**Cell placement**

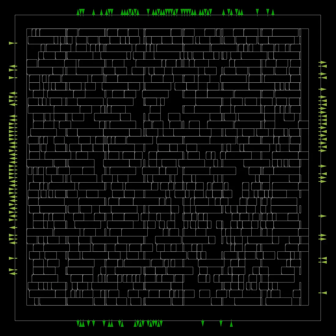
**I/O pins on the die edge**

Scale: 4 px per um. Pins as bars across the die edge, other pins in grey.
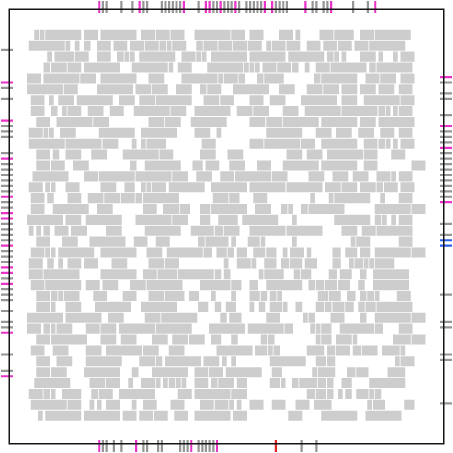
===== src/rtl/rpn_seq_pkg.sv =====
// Shared constants and FSM state type for the RPN stack sequencer.
// Token kinds, ALU opcodes, result error codes and the sequencer state enum.
package rpn_seq_pkg;

    localparam logic [1:0] TOK_NUM = 2'b00;
    localparam logic [1:0] TOK_ADD = 2'b01;
    localparam logic [1:0] TOK_MUL = 2'b10;
    localparam logic [1:0] TOK_END = 2'b11;

    localparam logic [2:0] OP_NOP  = 3'b000;
    localparam logic [2:0] OP_ADD  = 3'b100;
    localparam logic [2:0] OP_MUL  = 3'b101;
    localparam logic [2:0] OP_PUSH = 3'b110;
    localparam logic [2:0] OP_POP  = 3'b111;

    localparam logic [1:0] ERR_OK    = 2'b00;
    localparam logic [1:0] ERR_UNDER = 2'b01;
    localparam logic [1:0] ERR_OVER  = 2'b10;
    localparam logic [1:0] ERR_MALF  = 2'b11;

    typedef enum logic [3:0] {
        S_IDLE  = 4'd0,
        S_PUSH  = 4'd1,
        S_OP    = 4'd2,
        S_CAPT  = 4'd3,
        S_POP1  = 4'd4,
        S_POP2  = 4'd5,
        S_PUSHR = 4'd6,
        S_FPOP  = 4'd7,
        S_FCAPT = 4'd8,
        S_DRAIN = 4'd9,
        S_FLUSH = 4'd10,
        S_DONE  = 4'd11
    } state_e;

    // Map an operator token onto the ALU command that computes it.
    function automatic logic [2:0] alu_op_of(input logic [1:0] kind);
        logic [2:0] op;
        case (kind)
            TOK_ADD: op = OP_ADD;
            TOK_MUL: op = OP_MUL;
            default: op = OP_NOP;
        endcase
        return op;
    endfunction

endpackage


===== src/rtl/rpn_stack_sequencer.sv =====
// Drives a stack ALU from a postfix token stream, one command per clock, one result per expression.
// Optional RPN_SEQ_FLUSH_EN: after an error, pop the ALU stack empty before reporting.
module rpn_stack_sequencer
    import rpn_seq_pkg::*;
#(
    parameter int W     = 32,
    parameter int DEPTH = 16,
    parameter int SPW   = $clog2(DEPTH + 1)
) (
    input  logic         clk,
    input  logic         rst,
    input  logic         tok_valid,
    output logic         tok_ready,
    input  logic [1:0]   tok_kind,
    input  logic [W-1:0] tok_value,
    output logic         res_valid,
    input  logic         res_ready,
    output logic [W-1:0] res_value,
    output logic [1:0]   res_err,
    output logic [2:0]   alu_opcode,
    output logic [W-1:0] alu_data_in,
    input  logic [W-1:0] alu_data_out,
    output logic         busy
);

    localparam logic [SPW-1:0] DEPTH_MAX = SPW'(DEPTH);
    localparam logic [SPW-1:0] ONE       = SPW'(1);
    localparam logic [SPW-1:0] TWO       = SPW'(2);

    state_e         state_q;
    logic [SPW-1:0] depth_q;
    logic [W-1:0]   tmp_q;
    logic [W-1:0]   res_value_q;
    logic [W-1:0]   data_in_q;
    logic [2:0]     opcode_q;
    logic [1:0]     err_q;
    logic           tok_ready_q;
    logic           res_valid_q;
    logic           accept_s;
    logic           go_flush_s;

    assign accept_s = tok_valid && tok_ready_q;

    // End token that must clean up: either ending a drained expression or a malformed one.
    always_comb begin
        go_flush_s = 1'b0;
        if (accept_s && (tok_kind == TOK_END) &&
            ((state_q == S_DRAIN) || ((state_q == S_IDLE) && (depth_q != ONE)))) begin
            go_flush_s = 1'b1;
        end else begin
            go_flush_s = 1'b0;
        end
    end

    // Sequencer FSM; all outputs are registered here and default to idle values each cycle.
    always_ff @(posedge clk or negedge rst) begin
        if (!rst) begin
            state_q     <= S_IDLE;
            depth_q     <= {SPW{1'b0}};
            tmp_q       <= {W{1'b0}};
            res_value_q <= {W{1'b0}};
            data_in_q   <= {W{1'b0}};
            opcode_q    <= OP_NOP;
            err_q       <= ERR_OK;
            tok_ready_q <= 1'b0;
            res_valid_q <= 1'b0;
        end else begin
            opcode_q    <= OP_NOP;
            tok_ready_q <= 1'b0;
            case (state_q)
                S_IDLE: begin
                    tok_ready_q <= 1'b1;
                    if (accept_s) begin
                        case (tok_kind)
                            TOK_NUM: begin
                                if (depth_q == DEPTH_MAX) begin
                                    err_q   <= ERR_OVER;
                                    state_q <= S_DRAIN;
                                end else begin
                                    tok_ready_q <= 1'b0;
                                    opcode_q    <= OP_PUSH;
                                    data_in_q   <= tok_value;
                                    depth_q     <= depth_q + ONE;
                                    state_q     <= S_PUSH;
                                end
                            end
                            TOK_ADD, TOK_MUL: begin
                                if (depth_q < TWO) begin
                                    err_q   <= ERR_UNDER;
                                    state_q <= S_DRAIN;
                                end else begin
                                    tok_ready_q <= 1'b0;
                                    opcode_q    <= alu_op_of(tok_kind);
                                    state_q     <= S_OP;
                                end
                            end
                            TOK_END: begin
                                tok_ready_q <= 1'b0;
                                if (depth_q == ONE) begin
                                    opcode_q <= OP_POP;
                                    state_q  <= S_FPOP;
                                end else begin
                                    err_q <= ERR_MALF;
                                end
                            end
                            default: state_q <= S_IDLE;
                        endcase
                    end
                end
                S_PUSH: begin
                    tok_ready_q <= 1'b1;
                    state_q     <= S_IDLE;
                end
                S_OP:   state_q <= S_CAPT;
                S_CAPT: begin
                    tmp_q    <= alu_data_out;
                    opcode_q <= OP_POP;
                    state_q  <= S_POP1;
                end
                S_POP1: begin
                    opcode_q <= OP_POP;
                    state_q  <= S_POP2;
                end
                S_POP2: begin
                    opcode_q  <= OP_PUSH;
                    data_in_q <= tmp_q;
                    depth_q   <= depth_q - ONE;
                    state_q   <= S_PUSHR;
                end
                S_PUSHR: begin
                    tok_ready_q <= 1'b1;
                    state_q     <= S_IDLE;
                end
                S_FPOP: state_q <= S_FCAPT;
                S_FCAPT: begin
                    res_value_q <= alu_data_out;
                    depth_q     <= {SPW{1'b0}};
                    res_valid_q <= 1'b1;
                    state_q     <= S_DONE;
                end
                S_DRAIN: begin
                    tok_ready_q <= !(accept_s && (tok_kind == TOK_END));
                end
                S_FLUSH: begin
`ifdef RPN_SEQ_FLUSH_EN
                    if (depth_q != {SPW{1'b0}}) begin
                        opcode_q <= OP_POP;
                        depth_q  <= depth_q - ONE;
                    end else begin
                        res_value_q <= {W{1'b0}};
                        res_valid_q <= 1'b1;
                        state_q     <= S_DONE;
                    end
`else
                    res_value_q <= {W{1'b0}};
                    res_valid_q <= 1'b1;
                    state_q     <= S_DONE;
`endif
                end
                S_DONE: begin
                    if (res_ready) begin
                        res_valid_q <= 1'b0;
                        res_value_q <= {W{1'b0}};
                        err_q       <= ERR_OK;
                        tok_ready_q <= 1'b1;
                        state_q     <= S_IDLE;
                    end else begin
                        state_q <= S_DONE;
                    end
                end
                default: state_q <= S_IDLE;
            endcase

            // The first pop is issued on entry so a flush of N entries takes N cycles.
            if (go_flush_s) begin
                state_q <= S_FLUSH;
`ifdef RPN_SEQ_FLUSH_EN
                if (depth_q != {SPW{1'b0}}) begin
                    opcode_q <= OP_POP;
                    depth_q  <= depth_q - ONE;
                end
`endif
            end
        end
    end

    assign tok_ready   = tok_ready_q;
    assign res_valid   = res_valid_q;
    assign res_value   = res_value_q;
    assign res_err     = err_q;
    assign alu_opcode  = opcode_q;
    assign alu_data_in = data_in_q;
    assign busy        = (state_q != S_IDLE);

endmodule


===== config.mk =====
export PLATFORM = sky130hd
export DESIGN_NAME = rpn_stack_sequencer
export DESIGN_NICKNAME = d
export VERILOG_FILES = /design/src/rtl/rpn_seq_pkg.sv /design/src/rtl/rpn_stack_sequencer.sv
export SDC_FILE = /design/constraint.sdc
export NUM_CORES = 1
export LEC_CHECK = 0
export CORE_MARGIN = 4
export CORE_UTILIZATION = 53
export DETAILED_ROUTE_END_ITERATION = 7
export HOLD_SLACK_MARGIN = 0.05
export PLACE_DENSITY_LB_ADDON = 0.05
export SLEW_MARGIN = 20
export SYNTH_ARGS = -nofsm -noshare
export SYNTH_HDL_FRONTEND = slang
export SYNTH_SLANG_ARGS = --single-unit

===== constraint.sdc =====
create_clock -name clk -period 3.5 [get_ports clk]
set_input_delay 0.35 -clock clk [delete_from_list [all_inputs] [get_ports clk]]
set_output_delay 0.35 -clock clk [all_outputs]
set_load 0.01 [all_outputs]

==> notes.md <==
Physical implementation

The flow ran to the end, and the final reports show no timing, DRC or antenna violations. Registers take 0.00280 mm^2. The synthesis run shows the most used standard cells to be dfrtp_1 (112), mux2_2 (96), nand2_1 (83). The internal power is 0.00371 W. The placement-stage cell area is 0.00685 mm^2. Yosys mapped a number of flops with a built-in enable equal to 0.

The buffers plus inverters on the worst setup path is 2. The height of the chip is 108 um. The count of nets left with antenna violations once routing finished came out at 0.

The biggest slice of the total power is consumed by combinational cells. The fraction of synthesis flops using an asynchronous set or reset pin is 100%. The final route contains 4072 vias. The highest clock rate this design can be run at is 350 MHz. The placement-stage worst setup slack is 0.977 ns. The routed design uses 6600 um of met2 wire. The wire length recorded after detailed routing is 13400 um. Post-route period utilization is reported as 81.7%. After layout, the buffer instance count without clock buffers stands at 151.

The global route stage reports its total congestion overflow as 0. Data on the critical path arrives at its endpoint at 2.51 ns. CTS added clock buffers totalling 9. The post-synthesis share of cell area spent on full adders, half adders and majority gates is 1.65%. The floorplan report gives the top-level pin count as 142.

The number of gates on the worst path with buffers counted is 3. The capture point of the critical path was reported as busy. In the log, the iteration count for the first detailed-route pass is 4.

The top layer used by detailed routing is met4. The netlist area before placement is 0.00532 mm^2. Subtracting the final worst setup slack from the clock period gives 2.86 ns.

The fraction of power spent switching nets is 36.4%. The overall chip area is 0.0117 mm^2. The share of synthesized area occupied by flip-flops and latches is 52.6%.

The clock-pin slew reported for the worst setup and hold paths after clock tree synthesis is 0.09 ns. The die outline width is 108 um. The total instance count after detailed placement is 721. In this run, the clock network consumes 12.0% of the power. In this run, the synthesized area fraction spent on AND-OR/OR-AND gates is recorded as 6.72%. The layer carrying the most global-route usage is met2. The leakage power is 2.95 nW. The least setup slack across all paths after layout is 0.641 ns. The logic area is 0.00237 mm^2. In this run the deepest clock path goes through 2 buffers.

The detail-routed net length per standard cell is 18.3 um. The commonest register cell is dfrtp_1. The weighted congestion reported at the end of routability-driven placement is 0.879. The layout contains a multi-input combinational cell count of 318. The post-CTS setup repair buffer count is 0. The HPWL after detailed placement is 9520 um. The count of unresolved DRC violations after routing is 0. Averaged over all synthesized cells, the footprint is 11.4 um^2.

The layout has 11 clock buffers. The inverter count is 7. Counting every net in the synthesized netlist gives 546. The first element of the critical path is state_q[2].

The number of cell instances on the worst register-to-register path is 5. The average vias per placed instance is 5.54. The slowest stage of the critical path belongs to the cell nor4_4. The hold violation count in the final report is 0. The transition time recorded at the tightest slew-check pin is 0.981 ns. The required time at the endpoint of the critical path is 3.15 ns. According to the hold report, the worst path is of the in -> async type. The met3 track demand over resource is 9.67%. The first global-routing pass estimated 21500 um of wire. The worst-skew pair later-pin latency is 0.40 ns.

The worst setup path is captured at a primary output. The growth of design area from synthesis to finish is 31.8%. Counting every instance in the synthesized netlist gives 469.

The cell-mix breakdown from Yosys lists the simple-gate area share as 15.2%. The most frequently placed logic cell in the final layout is clkdlybuf4s50_1. The CTS H-tree depth is 3.
## Picture notes: 'cell placement'
count of fill cells added during filler insertion: 762
register share of the cell area: 40.0%
post-layout utilization of the core: 71.8%
final std cells w/o fill: 735
TAP cells: 133

## Picture notes: 'I/O pins on the die edge'
port	colour	pins	direction	edge
res_err	blue	2	output	east
alu_data_in	magenta	32	output	12 north, 12 west, 4 south, 4 east
busy	red	1	output	south

Power is estimated from default activity; no workload was simulated.
